**Run 1: cells by drive strength**

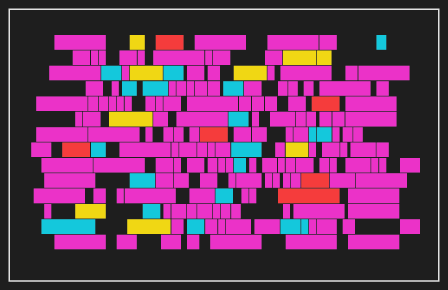
**Run 1: cell classes on the final placement**

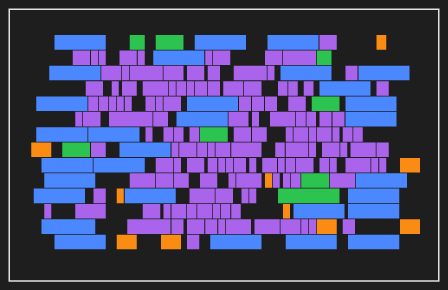
**Run 1: cell area per tile**

The die is cut into 8 by 5 equal tiles; black is low, pale yellow is high, 0 to 100% covered.
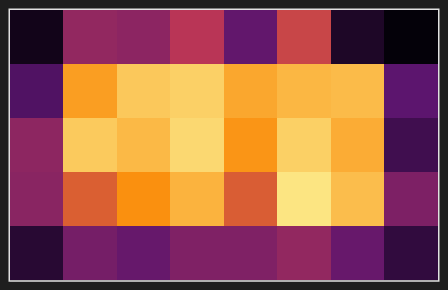
$ cat config.mk
export PLATFORM = sky130hd
export DESIGN_NAME = qbus_pwrseq
export DESIGN_NICKNAME = d
export VERILOG_FILES = /design/src/rtl/qbus_pwrseq_pkg.sv /design/src/rtl/qbus_pwrseq_sync_edge.sv /design/src/rtl/qbus_pwrseq.sv
export SDC_FILE = /design/constraint.sdc
export NUM_CORES = 1
export LEC_CHECK = 0
export ABC_CLOCK_PERIOD_IN_PS = 3100
export CORE_ASPECT_RATIO = 0.6
export CORE_MARGIN = 3
export CORE_UTILIZATION = 59
export CTS_CLUSTER_SIZE = 20
export DETAILED_ROUTE_END_ITERATION = 7
export GPL_TIMING_DRIVEN = 0
export PLACE_DENSITY = 0.84
export SLEW_MARGIN = 10
export SYNTH_ARGS = -nofsm -noshare
export SYNTH_HDL_FRONTEND = slang
export SYNTH_HIERARCHICAL = 1
export SYNTH_SLANG_ARGS = --single-unit
$ cat constraint.sdc
create_clock -name clock -period 3.1 [get_ports clock]
set_input_delay 0.31 -clock clock [delete_from_list [all_inputs] [get_ports clock]]
set_output_delay 0.31 -clock clock [all_outputs]
set_load 0.05 [all_outputs]
$ cat src/rtl/qbus_pwrseq_pkg.sv
// Shared state encoding and tick constants for the Q-bus power sequencer.
// Ticks are 400 ns periods of the 2.5 MHz timebase.
package qbus_pwrseq_pkg;

    typedef enum logic [1:0] {
        IDLE  = 2'd0,
        PFAIL = 2'd1,
        DCLO  = 2'd2,
        POKW  = 2'd3
    } pwr_state_e;

    localparam int unsigned TICKS_4MS  = 10000;
    localparam int unsigned TICKS_70MS = 175000;

endpackage

$ cat src/rtl/qbus_pwrseq_sync_edge.sv
// Two-flop synchroniser with rising-edge detect for asynchronous inputs.
// A level already high when reset releases is not reported as an edge.
module sync_edge (
    input  logic clk_i,
    input  logic rst_ni,
    input  logic d_i,
    output logic rq_s_o,
    output logic rq_rise_o
);

    logic       s1_q;
    logic       s2_q;
    logic       prev_q;
    logic [1:0] vld_q;

    // Synchroniser chain; vld_q marks when s2_q carries a real sample.
    always_ff @(posedge clk_i or negedge rst_ni) begin
        if (!rst_ni) begin
            s1_q  <= 1'b0;
            s2_q  <= 1'b0;
            vld_q <= 2'b00;
        end else begin
            s1_q  <= d_i;
            s2_q  <= s1_q;
            vld_q <= {vld_q[0], 1'b1};
        end
    end

    // Previous level starts high and only tracks once samples are real.
    always_ff @(posedge clk_i or negedge rst_ni) begin
        if (!rst_ni) begin
            prev_q <= 1'b1;
        end else if (vld_q[1]) begin
            prev_q <= s2_q;
        end
    end

    assign rq_s_o    = s2_q;
    assign rq_rise_o = s2_q & ~prev_q;

endmodule

$ cat src/rtl/qbus_pwrseq.sv
// Q-bus power-fail sequencer: turns a reset request into BPOK/BDCOK timing.
// Enables are registered; 1 pulls the corresponding open-drain line low.
module qbus_pwrseq
    import qbus_pwrseq_pkg::*;
#(
    parameter int unsigned T_PF  = TICKS_4MS,
    parameter int unsigned T_DC  = TICKS_4MS,
    parameter int unsigned T_POK = TICKS_70MS,
    parameter int unsigned CNT_W = 18
) (
    input  logic clock,
    input  logic nrst,
    input  logic req,
    input  logic pf_ena,
    output logic bpok_oe,
    output logic bdcok_oe,
    output logic busy,
    output logic done
);

    localparam logic [CNT_W-1:0] LD_PF  = CNT_W'(T_PF - 1);
    localparam logic [CNT_W-1:0] LD_DC  = CNT_W'(T_DC - 1);
    localparam logic [CNT_W-1:0] LD_POK = CNT_W'(T_POK - 1);

    pwr_state_e       state_q, state_d;
    logic [CNT_W-1:0] cnt_q, cnt_d;
    logic             pf_q, pf_d;
    logic             bpok_q, bpok_d;
    logic             bdcok_q, bdcok_d;
    logic             busy_q, busy_d;
    logic             done_q, done_d;
    logic             rq_s;
    logic             rq_rise;

    sync_edge u_sync (
        .clk_i     (clock),
        .rst_ni    (nrst),
        .d_i       (req),
        .rq_s_o    (rq_s),
        .rq_rise_o (rq_rise)
    );

    // Next state, phase counter and registered output values.
    always_comb begin
        state_d = state_q;
        pf_d    = pf_q;
        cnt_d   = (cnt_q != '0) ? cnt_q - CNT_W'(1) : cnt_q;

        unique case (state_q)
            IDLE: begin
                if (rq_rise) begin
                    pf_d = pf_ena;
                    if (pf_ena) begin
                        state_d = PFAIL;
                        cnt_d   = LD_PF;
                    end else begin
                        state_d = DCLO;
                        cnt_d   = LD_DC;
                    end
                end
            end
            PFAIL: begin
                if (cnt_q == '0) begin
                    state_d = DCLO;
                    cnt_d   = LD_DC;
                end
            end
            DCLO: begin
                if (cnt_q == '0 && !rq_s) begin
                    if (pf_q) begin
                        state_d = POKW;
                        cnt_d   = LD_POK;
                    end else begin
                        state_d = IDLE;
                    end
                end
            end
            POKW: begin
                if (rq_rise) begin
                    state_d = PFAIL;
                    cnt_d   = LD_PF;
                    pf_d    = 1'b1;
                end else if (cnt_q == '0) begin
                    state_d = IDLE;
                end
            end
        endcase

        bpok_d  = 1'b0;
        bdcok_d = 1'b0;
        unique case (state_d)
            IDLE:  ;
            PFAIL: bpok_d = 1'b1;
            DCLO: begin
                bdcok_d = 1'b1;
                bpok_d  = pf_d;
            end
            POKW:  bpok_d = 1'b1;
        endcase

        busy_d = (state_d != IDLE);
        done_d = (state_d == IDLE) && (state_q != IDLE);
    end

    // State, counter, mode and output registers.
    always_ff @(posedge clock or negedge nrst) begin
        if (!nrst) begin
            state_q <= IDLE;
            cnt_q   <= '0;
            pf_q    <= 1'b0;
            bpok_q  <= 1'b0;
            bdcok_q <= 1'b0;
            busy_q  <= 1'b0;
            done_q  <= 1'b0;
        end else begin
            state_q <= state_d;
            cnt_q   <= cnt_d;
            pf_q    <= pf_d;
            bpok_q  <= bpok_d;
            bdcok_q <= bdcok_d;
            busy_q  <= busy_d;
            done_q  <= done_d;
        end
    end

    assign bpok_oe  = bpok_q;
    assign bdcok_oe = bdcok_q;
    assign busy     = busy_q;
    assign done     = done_q;

endmodule

==> flow.log, run 1 <==
[flow] collecting metrics
INFO  metric synth-edff-count = 0
INFO  metric synth-seq-cells = 30
INFO  metric cell_types_occupying_the_most_area_after_synthesis = dfrtp_1 (42%), ha_1 (5.8%), xnor2_1 (4.1%), nor2_1 (3.7%), o21ai_0 (3.2%)
INFO  metric cp_data_arrival_time = 2.74 ns
INFO  metric gr_layer_usage_met1 = 0.3260
INFO  metric largest_register_ffs = 18
INFO  metric number_of_antenna_violations_at_the_first_check_in_global_routing = 0
INFO  metric largestClassByArea = multi-input combinational cells
INFO  metric irDropWorstVdd = about 0.39 mV
INFO  metric first_global_vias = 1,229
INFO  metric power.internal = roughly 0.00064 W
INFO  metric depth_of_the_most_critical_reg_to_reg_path = 11
INFO  metric xor_share = 0.06091
INFO  metric ys_seq_share = 0.4358
INFO  metric post_cts.resized_instances = 0
INFO  metric drtPass1Iterations = 5
INFO  metric setup_viol_count_final = 0
INFO  metric synth.cell_area = between 1500 and 2000 um^2
INFO  metric min_hold_slack = ~0.043 ns
INFO  metric preCtsSetupSlack = approximately 0.57 ns
INFO  metric power.sequential.total = between 0.0003 and 0.0004 W
INFO  metric die_w = between 70 and 80 um
INFO  metric maxCapViolCount = 0
INFO  metric antenna_cells = 0
INFO  metric combAreaFraction = 0.4731
INFO  metric well_tap_count = around 40
INFO  metric worst_path_max_delay_cell = nor4_4
INFO  metric cts.clk_slew.worst_paths = about 0.07 ns
INFO  metric area_of_combinational_cells_with_multiple_inputs = 924.6 um^2
INFO  metric finish.cell_count_without_fillers = 226
INFO  metric top_reg_cell_synth = dfrtp_1
INFO  metric fin_worst_skew = around 0.0047 ns
INFO  metric floorplan.io_pins = 8
INFO  metric clock_tree.buffer_depth = 2
INFO  metric worstPathMaxFanout = 10
INFO  metric wirelength = 3581 um
INFO  metric largest_register = cnt_q
INFO  metric min-delay-path-class = in -> async
INFO  metric mux_share = 0.008702
INFO  metric r2r-start = cnt_q[0]
INFO  metric routed-wl-met2 = between 1000 and 1500 um
INFO  metric period_minus_slack = roughly 2.6 ns
INFO  metric netlist_logic_family_top = simple AND/OR/NAND/NOR gates
INFO  metric grt_remaining_overflow = 0
INFO  metric cts_max_level = 2
INFO  metric grt.met2_usage = 0.3265
INFO  metric drt.antenna.violating_nets = 0
INFO  metric synthesized_area_per_cell = about 10 um^2
INFO  metric fmax = roughly 390 MHz
INFO  metric place_hpwl = between 2000 and 3000 um
INFO  metric pwr-share-clk = 0.483
INFO  metric power-per-cell-area = roughly 410 nW/um^2
INFO  metric post_synthesis_chip_area_from_yosys = approximately 1700 um^2
INFO  metric syn_inst = 171
INFO  metric ys_async_sr_fraction = 1.000
INFO  metric cts_inserted_buffers = 5
INFO  metric leakage = 0.7465 nW
INFO  metric grt-busiest-layer = met2
INFO  metric port-buffer-count = 7
INFO  metric vias_per_cell = ~6.0
INFO  metric timing.critical_path.cells = inv_1 -> ha_1 -> nor4b_2 -> nand2_2 -> nor4_4 -> inv_2 -> ha_1 -> nand2_1 -> o21ai_0 -> nor3_1 -> a21oi_1
INFO  metric clock_sinks = 30
INFO  metric synthMostInstantiatedCell = dfrtp_1
INFO  metric clock-root-buffer = clkbuf_8
INFO  metric dr.first_iter.drc_count = approximately 160
INFO  metric top_signal_layer_used = met4
INFO  metric netlist.area_leader.share = 0.4206
INFO  metric seq_power_share = 0.494
INFO  metric dieArea = approximately 3600 um^2
INFO  metric register_area = 752.0 um^2
INFO  metric combPwrFrac = 0.023
INFO  metric nNetsFinal = approximately 200
INFO  metric synthDominantAreaCellType = dfrtp_1
INFO  metric timing_hold_violations_final = 0
INFO  metric run_status = finished clean
INFO  metric top_power_group = sequential cells
INFO  metric synthesized_netlist_net_count = approximately 180
INFO  metric switching_share_of_power = 0.2050
INFO  metric simple_gate_area_frac = 0.2386
INFO  metric layout.non_clock_inverters = 10
INFO  metric switching_power = 0.0001655 W
INFO  metric count_of_tool_warnings = 31
INFO  metric worst_ep_required_time = between 3 and 4 ns
INFO  metric total_count_of_max_transition_violations_in_the_final_report = 0
INFO  metric biggestRegsByFlops = cnt_q x18, state_q x2, u_sync/vld_q x2
INFO  metric critPathMaxStageDelay = roughly 0.48 ns
INFO  metric finalPower = about 0.0008 W
INFO  metric num_vias = 1,357
INFO  metric wl_met1 = roughly 1700 um
INFO  metric synth-warning-count = 6
INFO  metric pwr.group.clock = ~0.0004 W
INFO  metric met3_length = approximately 340 um
INFO  metric post_drt_wl_per_cell = between 15 and 20 um
INFO  metric nFillCells = 169
INFO  metric die_y_size = 47.89 um
INFO  metric remaining_drc_errors = 0
INFO  metric synth_adder_area_share = 0.05801
INFO  metric grt.met3_usage = 0.06709
INFO  metric routabilityCongestion = ~0.85
INFO  metric crit_top_cell = ha_1
INFO  metric global_route.usage.total = 0.2267
INFO  metric grt_start_max_net_pins = 31
INFO  metric dp_cells = between 200 and 250
INFO  metric drive_above_1_share = 0.1828
INFO  metric clock_buffers = 5
INFO  metric tritoncts = built
INFO  metric rsz_0062_raised_after_global_routing = no
INFO  metric post-route-period-util = 0.8355
INFO  metric numSequentialCells = 30
INFO  metric logic_gate_count = between 100 and 150
INFO  metric cp-start-kind = flop
INFO  metric totalNegativeSetupSlack = 0 ns
INFO  metric r2r_setup_slack = 0.51 ns
INFO  metric max_slew_margin = 0.5712
INFO  metric worst-slew-pin-transition = approximately 0.64 ns
INFO  metric yosys-top-cells-count = dfrtp_1 (29), nor2_1 (17), nand2_1 (14)
INFO  metric worst_setup_path_start = cnt_q[0]
INFO  metric placement.cell_area = between 1500 and 2000 um^2
INFO  metric ys_cells = 171
INFO  metric regToRegEndpoint = cnt_q[0]
INFO  metric clock_area_frac = 0.05826
INFO  metric insertion_delay = just under 0.3 ns
INFO  metric setup.worst_path.end_class = flop
INFO  metric powerComb = roughly 0.000018 W
INFO  metric crit_path_end = cnt_q[0]
INFO  metric timing.setup.critical_path_class = reg -> reg
INFO  metric synth_cell_type_count = slightly below 50
INFO  metric layout.buffer.nonclock.area_share = 0.03905
INFO  metric grt_first_pass_wirelength = ~5900 um
INFO  metric cts.repair_timing.setup_buffer_count = 0
INFO  metric postCtsHoldBufs = 0
INFO  metric synth_compound_gate_area_share = 0.1675
About 'cells by drive strength':
- _2 cells: cyan (cells 19)
- _6 and larger: red (cells 6)
- _3 and _4 cells: yellow (cells 9)
- _0 and _1 cells: magenta (cells 152)
count of buffers not belonging to the clock network in the layout: 10
Area Growth Syn to Fin: 13.27%
Layout Cell Area excl Fill: 1954 um^2
final critical-path setup slack: 0.5101 ns

About 'cell classes on the final placement':
- clock drivers and dummy loads: green (cells 8)
- sequential cells: blue (cells 30)
- remaining buffers and delay cells: orange (cells 10)
- combinational and other logic: purple (cells 138)
core region area: 2645 um^2
number of rows in the core area: 14
final core area utilization: 0.7389
Seq area share: 0.3848

About 'cell area per tile':
- fullest tile: 94%
- densest ninth of the die: middle
- tiles over 75% full: 40%
core utilization before placement: 0.6523

## run 1: cells in the final DEF, fill, tap and decap left out, types with 3 or more instances in the layout
cell             Yosys  routed
clkbuf_1             3       3
dfrtp_1             29      29
o21ai_0             11      11
nor3_1               4       4
a21oi_1              7       7
clkbuf_8             0       5
nor4_1               3       3
nor3_4               3       3
nor2b_1              4       4
or3_1                3       3
nand2b_1             3       3
or3_2                3       3
xor2_1               4       4
xnor2_1              8       8
inv_1                8       8
nand2_1             14      14
ha_1                 8       8
clkdlybuf4s50_1      0       6
nor2_1              17      17
## run 1: worst max-delay path, delay by kind of cell (launching register included)
kind / cells / cell delay, ns
AOI/OAI and AO/OA: 2 / 0.17
adders and majority gates: 2 / 0.49
buffers and inverters: 2 / 0.23
DFF: 1 / 0.40
and+or+nand+nor: 5 / 1.16
## Run 2: what changed since run 1
- ABC_CLOCK_PERIOD_IN_PS: 3100 -> 2300
- CORE_UTILIZATION: 59 -> 53
- PLACE_DENSITY: 0.84 -> 0.8
- clock period: 3.1 -> 2.3 ns (I/O delays scaled with it)
==> run 2 against run 1 <==
  * Cell area rose by 6.0%
  * Clock power grew 12%
  * Core utilization decreased by 4.5 points
  * Global-route usage fell by 1.5 points
  * First-iteration DRC count up 14%
  * Hold slack better by 0.31 ns
  * Critical path type unchanged
  * Largest cell class unchanged
==> flow.log, run 2 <==
[flow] collecting metrics
INFO  metric run_status = finished clean
INFO  metric number_of_antenna_violations_at_the_first_check_in_global_routing = 0
INFO  metric cell_types_occupying_the_most_area_after_synthesis = dfrtp_1 (42%), ha_1 (5.8%), xnor2_1 (4.1%), nor2_1 (3.7%), o21ai_0 (3.2%)
INFO  metric count_of_buffers_not_belonging_to_the_clock_network_in_the_layout = 23
INFO  metric worstPathMaxFanout = 3
INFO  metric num_vias = roughly 1,400
INFO  metric nNetsFinal = approximately 210
INFO  metric drive_above_1_share = 0.2462
INFO  metric antenna_cells = 0
INFO  metric maxCapViolCount = 0
INFO  metric min_hold_slack = 0.3482 ns
INFO  metric synth_cell_type_count = roughly 49
INFO  metric worst_path_max_delay_cell = dfrtp_1
INFO  metric critPathMaxStageDelay = just under 0.4 ns
INFO  metric r2r-start = cnt_q[0]
INFO  metric biggestRegsByFlops = cnt_q x18, state_q x2, u_sync/vld_q x2
INFO  metric cts_max_level = 2
INFO  metric timing.critical_path.cells = inv_1 -> ha_2 -> nor4b_4 -> nand2_2 -> nor4_4 -> buf_4 -> inv_2 -> ha_1 -> nor2_1 -> o21ai_0 -> nor3_1 -> a21oi_1
INFO  metric largestClassByArea = multi-input combinational cells
INFO  metric routabilityCongestion = between 0.8 and 0.9
INFO  metric crit_path_end = cnt_q[0]
INFO  metric synth-edff-count = 0
INFO  metric preCtsSetupSlack = -0.2254 ns
INFO  metric setup_viol_count_final = 0
INFO  metric fin_ws = about 0.15 ns
INFO  metric nFillCells = 219
INFO  metric clock_tree.buffer_depth = 2
INFO  metric wirelength = 3818 um
INFO  metric cp-start-kind = flop
INFO  metric worst-slew-pin-transition = about 0.66 ns
INFO  metric die_w = approximately 80 um
INFO  metric finalPower = 0.001001 W
INFO  metric dp_cells = around 220
INFO  metric first_global_vias = roughly 1,300
INFO  metric floorplan.io_pins = 8
INFO  metric xor_share = 0.06091
INFO  metric synthesized_area_per_cell = 10.09 um^2
INFO  metric finalCoreUtilization = 0.6939
INFO  metric syn_inst = around 170
INFO  metric port-buffer-count = 7
INFO  metric tritoncts = built
INFO  metric cts.clk_slew.worst_paths = ~0.060 ns
INFO  metric timing_hold_violations_final = 0
INFO  metric worst_ep_required_time = around 2.5 ns
INFO  metric timing.setup.critical_path_class = reg -> reg
INFO  metric drtPass1Iterations = 4
INFO  metric count_of_tool_warnings = 31
INFO  metric cts_inserted_buffers = 5
INFO  metric leakage = ~0.83 nW
INFO  metric total_count_of_max_transition_violations_in_the_final_report = 0
INFO  metric core_region_area = 2984 um^2
INFO  metric grt_remaining_overflow = 0
INFO  metric synthDominantAreaCellType = dfrtp_1
INFO  metric insertion_delay = approximately 0.28 ns
INFO  metric areaGrowthSynthToFinish = 20.01%
INFO  metric totalNegativeSetupSlack = 0 ns
INFO  metric regToRegEndpoint = cnt_q[0]
INFO  metric yosys-top-cells-count = dfrtp_1 (29), nor2_1 (17), nand2_1 (14)
INFO  metric post_synthesis_chip_area_from_yosys = 1725 um^2
INFO  metric finalInstanceArea = 2071 um^2
INFO  metric clock_sinks = 30
INFO  metric worst_setup_path_start = cnt_q[0]
INFO  metric power-per-cell-area = about 480 nW/um^2
INFO  metric mux_share = 0.008702
INFO  metric layout.non_clock_inverters = 10
INFO  metric irDropWorstVdd = ~0.33 mV
INFO  metric netlist_logic_family_top = simple AND/OR/NAND/NOR gates
INFO  metric synthMostInstantiatedCell = dfrtp_1
INFO  metric global_route.usage.total = 0.2117
INFO  metric simple_gate_area_frac = 0.2386
INFO  metric well_tap_count = 42
[run 2: cell counts after synthesis]
No cell type changed its count.
[run 2: where the power goes]
group          internal, W  leakage, nW  switching [W]   total, W
clock             0.000241       0.0482       0.000195   0.000436
combinational   0.00000984        0.440      0.0000167  0.0000266
sequential        0.000534        0.339     0.00000372   0.000538
total             0.000785        0.827       0.000216    0.00100
[run 2: per-layer routing]
layer / share of wire / track usage / vias to the layer above
li1: - / - / 656
met1: 0.46 / 0.3133 / 660
met2: 0.45 / 0.2936 / 52
met3: 0.069 / 0.09140 / 8
met4: 0.016 / 0.02571 / 0
met5: 0 / 0 / -
[run 2: critical path: cells and delay by family (launching register included)]
family          cells  cell delay (ns)
flops               1             0.39
buf+inv             3             0.32
compound gates      2             0.13
fa+ha+maj           2             0.47
simple gates        5             0.71
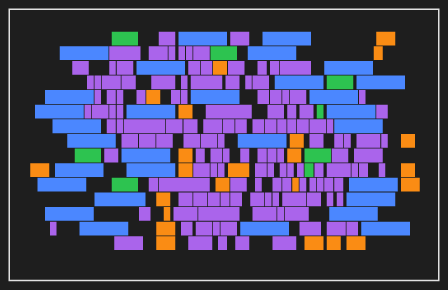
**Above:** run 2 (cell classes on the final placement).
- sequential cells: blue (cells 30)
- combinational and other logic: purple (cells 138)
- remaining buffers and delay cells: orange (cells 23)
- clock drivers and dummy loads: green (cells 8)

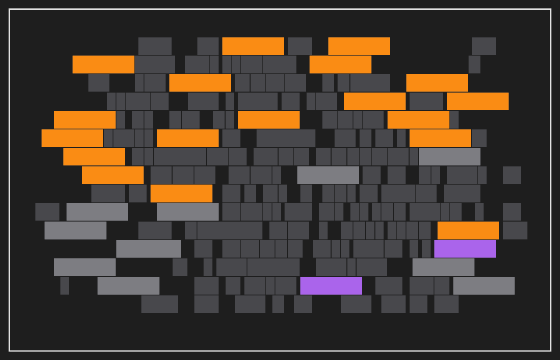
**Above:** run 2 (register map, names as in the netlist).
- `cnt_q`: orange (flops 18)
- `state_q`: purple (flops 2)
- not coloured: 10
Seq area share: 0.3631
seq pwr: 0.000538 W

Power and IR drop assume default switching activity.
